**Run 1: where the registers sit**

Bar = 20 um. Other sequential cells in the stronger grey, the rest of the logic in the fainter grey.
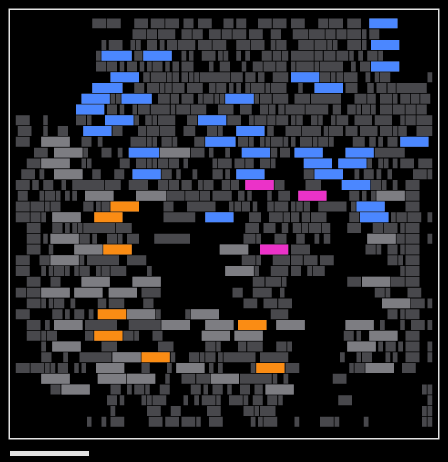
**Run 1: signal wires by layer**

Two of the layers only.
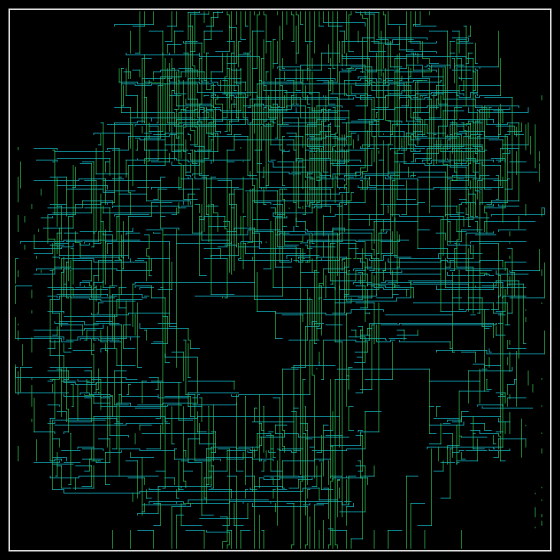
**Run 1: gate families picked out**

Bar = 20 um.
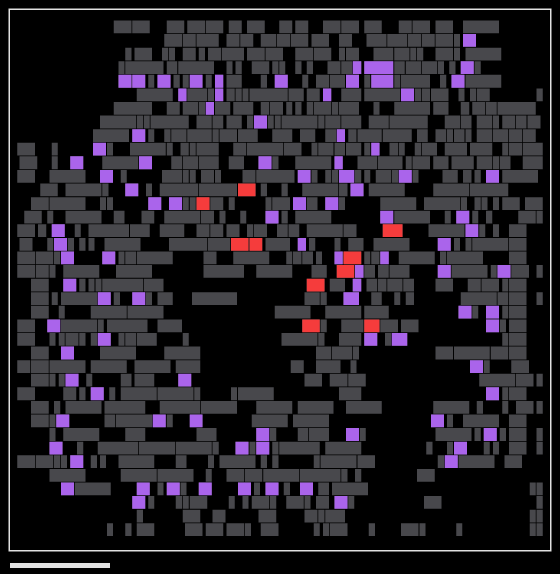
**Run 1: I/O pins on the die edge**

Pins as bars across the die edge, other pins in grey.
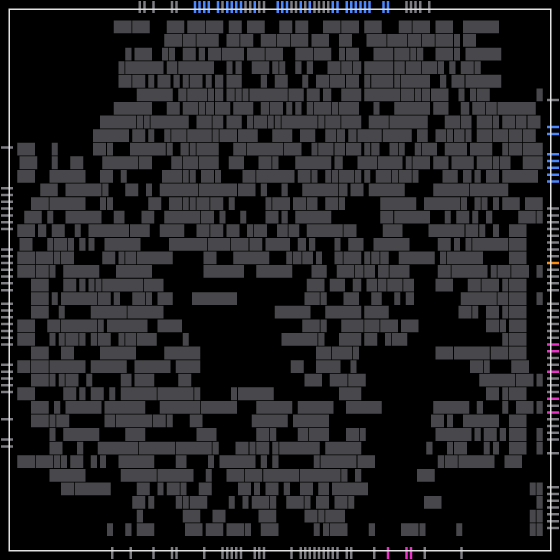
$ cat src/rtl/rob_mem_port.sv
// rob_mem_port: byte-serial memory port for ROB stores and single-byte IO loads.
// Ports: clk/rst (sync, active-low), rdy (global enable);
//        if_out_mem/out_mem_size/out_mem_addr/out_mem_data (store request);
//        if_out_mem_io (IO load request), clear_mem (flush in IDLE), io_buffer_full (UART full);
//        if_get_mem/data_mem (completion pulse and IO load result);
//        mem_din/mem_dout/mem_a/mem_wr (byte-wide RAM/IO bus).
module rob_mem_port (
    input  logic        clk,
    input  logic        rst,
    input  logic        rdy,
    input  logic        if_out_mem,
    input  logic [5:0]  out_mem_size,
    input  logic [31:0] out_mem_addr,
    input  logic [31:0] out_mem_data,
    input  logic        if_out_mem_io,
    input  logic        clear_mem,
    output logic        if_get_mem,
    output logic [31:0] data_mem,
    input  logic [7:0]  mem_din,
    output logic [7:0]  mem_dout,
    output logic [31:0] mem_a,
    output logic        mem_wr,
    input  logic        io_buffer_full
);
    typedef enum logic [2:0] {IDLE, STORE, IO_ADDR, IO_DATA, DONE} state_t;
    state_t      state_q, state_d;
    logic [1:0]  k_q, k_d, last_q, last_d;
    logic [31:0] addr_q, addr_d, data_q, data_d, dmem_q, dmem_d;
    logic [7:0]  dout_q, dout_d, byte_k;
    logic        stall, legal;
    assign byte_k = data_q[{k_q, 3'b000} +: 8];
    // UART writes back-pressure only when the target lies in the IO window
    assign stall = (addr_q[17:16] == 2'b11) && io_buffer_full;
    assign legal = (out_mem_size == 6'd1) || (out_mem_size == 6'd2) || (out_mem_size == 6'd4);
    assign mem_wr = rdy && (state_q == STORE) && !stall;
    assign mem_a = (state_q == STORE) ? addr_q + {30'b0, k_q} :
                   (state_q == IO_ADDR) ? 32'h0003_0000 : 32'h0;
    assign mem_dout = (state_q == STORE) ? byte_k : dout_q;
    assign if_get_mem = rdy && (state_q == DONE);
    assign data_mem = dmem_q;
    always_comb begin
        state_d = state_q;
        k_d     = k_q;
        last_d  = last_q;
        addr_d  = addr_q;
        data_d  = data_q;
        dmem_d  = dmem_q;
        dout_d  = (state_q == STORE) ? byte_k : dout_q;
        if (rdy) begin
            case (state_q)
                IDLE: begin
                    if (!clear_mem && if_out_mem) begin
                        addr_d  = out_mem_addr;
                        data_d  = out_mem_data;
                        // last byte index: 1->0, 2->1, 4->3
                        last_d  = out_mem_size[1:0] - 2'd1;
                        k_d     = 2'd0;
                        state_d = legal ? STORE : DONE;
                    end else if (!clear_mem && if_out_mem_io) begin
                        state_d = IO_ADDR;
                    end
                end
                STORE: begin
                    if (!stall) begin
                        k_d     = k_q + 2'd1;
                        state_d = (k_q == last_q) ? DONE : STORE;
                    end
                end
                IO_ADDR: state_d = IO_DATA;
                IO_DATA: begin
                    dmem_d  = {24'b0, mem_din};
                    state_d = DONE;
                end
                DONE:    state_d = IDLE;
                default: state_d = IDLE;
            endcase
        end
    end
    always_ff @(posedge clk) begin
        if (!rst) begin
            state_q <= IDLE;
            k_q     <= 2'd0;
            last_q  <= 2'd0;
            addr_q  <= 32'h0;
            data_q  <= 32'h0;
            dmem_q  <= 32'h0;
            dout_q  <= 8'h0;
        end else begin
            state_q <= state_d;
            k_q     <= k_d;
            last_q  <= last_d;
            addr_q  <= addr_d;
            data_q  <= data_d;
            dmem_q  <= dmem_d;
            dout_q  <= dout_d;
        end
    end
endmodule

$ cat config.mk
export PLATFORM = sky130hd
export DESIGN_NAME = rob_mem_port
export DESIGN_NICKNAME = d
export VERILOG_FILES = /design/src/rtl/rob_mem_port.sv
export SDC_FILE = /design/constraint.sdc
export NUM_CORES = 1
export LEC_CHECK = 0
export CAP_MARGIN = 10
export CORE_UTILIZATION = 41
export DETAILED_ROUTE_END_ITERATION = 16
export PLACE_DENSITY = 0.78
export SLEW_MARGIN = 10
export SYNTH_ARGS = -nofsm -noshare
export SYNTH_HDL_FRONTEND = slang
export SYNTH_SLANG_ARGS = --single-unit
export TNS_END_PERCENT = 30
$ cat constraint.sdc
create_clock -name clk -period 2.95 [get_ports clk]
set_input_delay 0.59 -clock clk [delete_from_list [all_inputs] [get_ports clk]]
set_output_delay 0.59 -clock clk [all_outputs]
set_load 0.03 [all_outputs]
==> summary.txt, run 1 <==
chip area -> 11,700 um^2
cell taking the most area after synthesis -> dfxtp_1
Reg2Reg Launch Point -> state_q[2]
Yosys Chip Area -> 4620 um^2
I/O Buffers -> 134
Root Driver -> clkbuf_8
Sequential Power -> 1.24 mW
DR DRC count -> 0
Comb pwr share -> 14.2%
min-delay src -> data_q[24]
Slew Limit Fails -> 0
layout cell share with drive strength beyond 1 -> 19.2%
R2R depth -> 6
Top cell excl fill/tap -> nand2_1
crit-path leading delay family -> simple AND/OR/NAND/NOR gates
status -> finished, violations left
part of the cycle the worst path needs -> 106%
crit start category -> flip-flop
Die Wd -> 108 um
distinct lib cells -> 50
Main power group -> sequential cells
WP buf/inv -> 2
Die H -> 108 um
Internal Pwr Total -> 1.72 mW
clk slew on worst S/H paths -> 0.10 ns
number of diodes -> 0
CTS tree -> yes
Clock net power -> 829 uW
first-pass GRT wire length -> 19.4 mm
DR WL met2 -> 6.27 mm
setup bufs post-CTS -> 5
clk buf depth -> 2
failing checks -> negative setup slack
Slew @ Worst Pin -> 0.539 ns
Final setup viols -> 18
Top-area cell share -> 37.7%
Max-Slew Margin vs Limit -> 63.1%
min-delay worst type -> reg2reg
Top logic family -> simple AND/OR/NAND/NOR gates
crit path kind -> reg2out
count leader, synth -> nand2_1
final worst slack -> -0.191 ns
top post-synthesis cells by area -> dfxtp_1, nand2_1, a21boi_0
Top Layer Used -> met4
tool warnings -> 31
CTS resizes -> 22
Vias/cell -> 5.18
largest net degree at the start of global routing -> 62
CP max FO -> 5
floorplan utilization -> 42.4%
Registers, synthesis -> 87
DRT iter0 DRCs -> 176
Top cells excl fill/tap -> nand2_1, clkdlybuf4s50_1, dfxtp_1, a21boi_0, buf_4
Regs by FF count -> addr_q: 32 flops, data_q: 32 flops
Post-Place Cells -> 816
gr busiest metal -> met2
post-synthesis area per instance -> 8.08 um^2
critical path's slowest cell -> or3_1
Hold Path Stages -> 2
Adder Share, Synth -> 1.79%
worst path cell trace -> ha_4 -> inv_2 -> fa_2 -> nand3b_1 -> or2_4 -> or3_1 -> a21oi_2 -> buf_6
GR Overflow Total -> 0
clk latency late pin -> 0.37 ns
Max-Cap Viols -> 0
maximum vdd drop -> 0.226 mV
-- 'where the registers sit' (at the start) --
Orange is dout_q, placed flops 8. Magenta is state_q, placed flops 3. Blue is addr_q, placed flops 32.
Another 44 sequential cells are not coloured.

-- 'signal wires by layer' (at the start) --
Cyan is met1, wire length 5,090 um. Green is met2, wire length 6,270 um.
via count of the routed design: 4,364
final wirelength: 12.4 mm

-- 'gate families picked out' (at the start) --
Purple is inverting AOI/OAI gates, cells 93, most used a21boi_0, where all over the die. Red is AND-OR and OR-AND gates, cells 10, most used o211a_1, where centre.

-- 'I/O pins on the die edge' (at the start) --
Magenta is mem_din, pins 8, direction input, edge 5 right, 3 bottom. Orange is if_out_mem, pins 1, direction input, edge right. Blue is mem_a, pins 32, direction output, edge 25 top, 7 right.
All pins by edge: 50 right, 47 top, 32 bottom, 30 left.

-- run 1: final cells by class --
| class | count | area [um^2] |
|---|---|---|
| clock buffers | 9 | 124 |
| clock inverters | 7 | 71.3 |
| fillers | 985 | 4490 |
| inverters | 12 | 45.0 |
| multi-input cells | 435 | 2780 |
| flip-flops and latches | 87 | 1750 |
| well taps | 140 | 175 |
| repair buffers | 153 | 1450 |
-- run 1: metrics by stage --
| stage | hold slack (ns) | cell area (um^2) |
|---|---|---|
| 3_5_place_dp | 0.456 | 5940 |
| 3_3_place_gp | 0.449 | 5940 |
| 6_report | 0.468 | 6400 |
| 5_1_grt | 0.489 | 6400 |
| 4_1_cts | 0.470 | 6270 |
| 2_1_floorplan | 0.432 | 4760 |
**Run 1: clock wiring as the flow saved it**

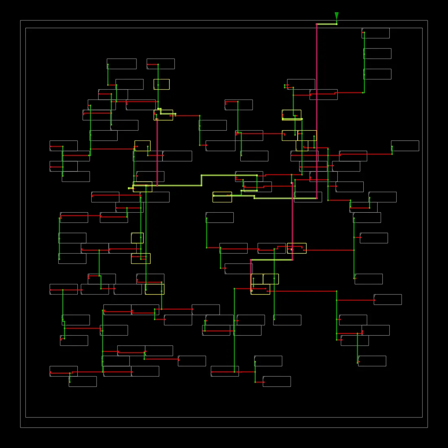

## Run 2: what changed since run 1
--- a/config.mk
+++ b/config.mk
@@ -6,7 +6,9 @@
 export NUM_CORES = 1
 export LEC_CHECK = 0
 export CAP_MARGIN = 10
+export CORE_MARGIN = 4
 export CORE_UTILIZATION = 41
+export CTS_CLUSTER_DIAMETER = 200
 export DETAILED_ROUTE_END_ITERATION = 16
 export PLACE_DENSITY = 0.78
 export SLEW_MARGIN = 10
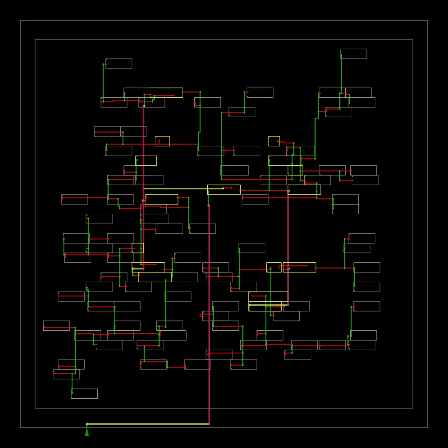
**Above:** run 2 (clock wiring as the flow saved it).
worst clock skew: 0.0105 ns
clk latency late pin: 0.34 ns
Clock net power: 1.21 mW
clock buffers: 9

==> run 2 against run 1 <==
The flow still finishes with violations (negative setup slack); combinational power about the same; sequential share of layout area decreased by 0.18 points; register-to-register slack better by 0.15 ns; first-iteration DRC count increased by 19%; count of clock-buffer cells in the layout unchanged; fmax grew 0.85%; clock skew decreased by 0.0025 ns; area after synthesis unchanged; clock power up 46%; setup slack gained 0.026 ns; critical endpoint is now mem_a[22].
==> summary.txt, run 2 <==
clk buf depth -> 2
Slew @ Worst Pin -> 0.479 ns
CTS tree -> yes
crit start category -> flip-flop
Post-Place Cells -> 821
failing checks -> negative setup slack
crit path kind -> reg2out
Internal Pwr Total -> 2.07 mW
DR WL met2 -> 6.05 mm
via count of the routed design -> 4,283
largest net degree at the start of global routing -> 40
first-pass GRT wire length -> 19.4 mm
fin area -> 6430 um^2
maximum vdd drop -> 0.338 mV
Top logic family -> simple AND/OR/NAND/NOR gates
Top-area cell share -> 37.7%
Top cell excl fill/tap -> nand2_1
floorplan utilization -> 42.2%
Root Driver -> clkbuf_16
Top cells excl fill/tap -> nand2_1, clkdlybuf4s50_1, dfxtp_1, a21boi_0, buf_4
Max-Cap Viols -> 0
Adder Share, Synth -> 1.79%
CP max FO -> 8
Die H -> 114 um
Vias/cell -> 5.08
WP buf/inv -> 2
Final setup viols -> 9
Main power group -> sequential cells
clk slew on worst S/H paths -> 0.07 ns
number of diodes -> 0
top post-synthesis cells by area -> dfxtp_1, nand2_1, a21boi_0
final worst slack -> -0.165 ns
gr busiest metal -> met2
status -> finished, violations left
min-delay worst type -> reg2reg
Placed Area -> 5970 um^2
run 2: cell counts after synthesis:
Identical to the previous run, type by type.
run 2: area by class of cell:
type                       count  area, um^2
clock buffer                   9         225
clock inverter                 7        97.6
fill                         971        4500
inverter                      12        45.0
multi-input combinational    434        2700
sequential                    87        1750
tap                          140         175
timing repair buffer         154        1450
run 2: worst paths after layout:
check / start / cells past startpoint / slack, ns / endpoint
max: k_q[0] / 8 / -0.16 / mem_a[22]
min: data_q[12] / 2 / 0.46 / data_q[12]
max reg2reg: state_q[2] / 6 / 0.83 / state_q[0]
min reg2reg: data_q[12] / 2 / 0.46 / data_q[12]
run 2: timing repair:
item / 4_1_cts / 5_1_grt
buffers inserted: 5 / 1
hold buffers: 0 / 0
endpoints found under the setup margin: 19 / 18
pin swaps: 5 / 6
gates resized: 13 / 10
Power figures rest on the tool's default switching activity, not on a simulated workload.
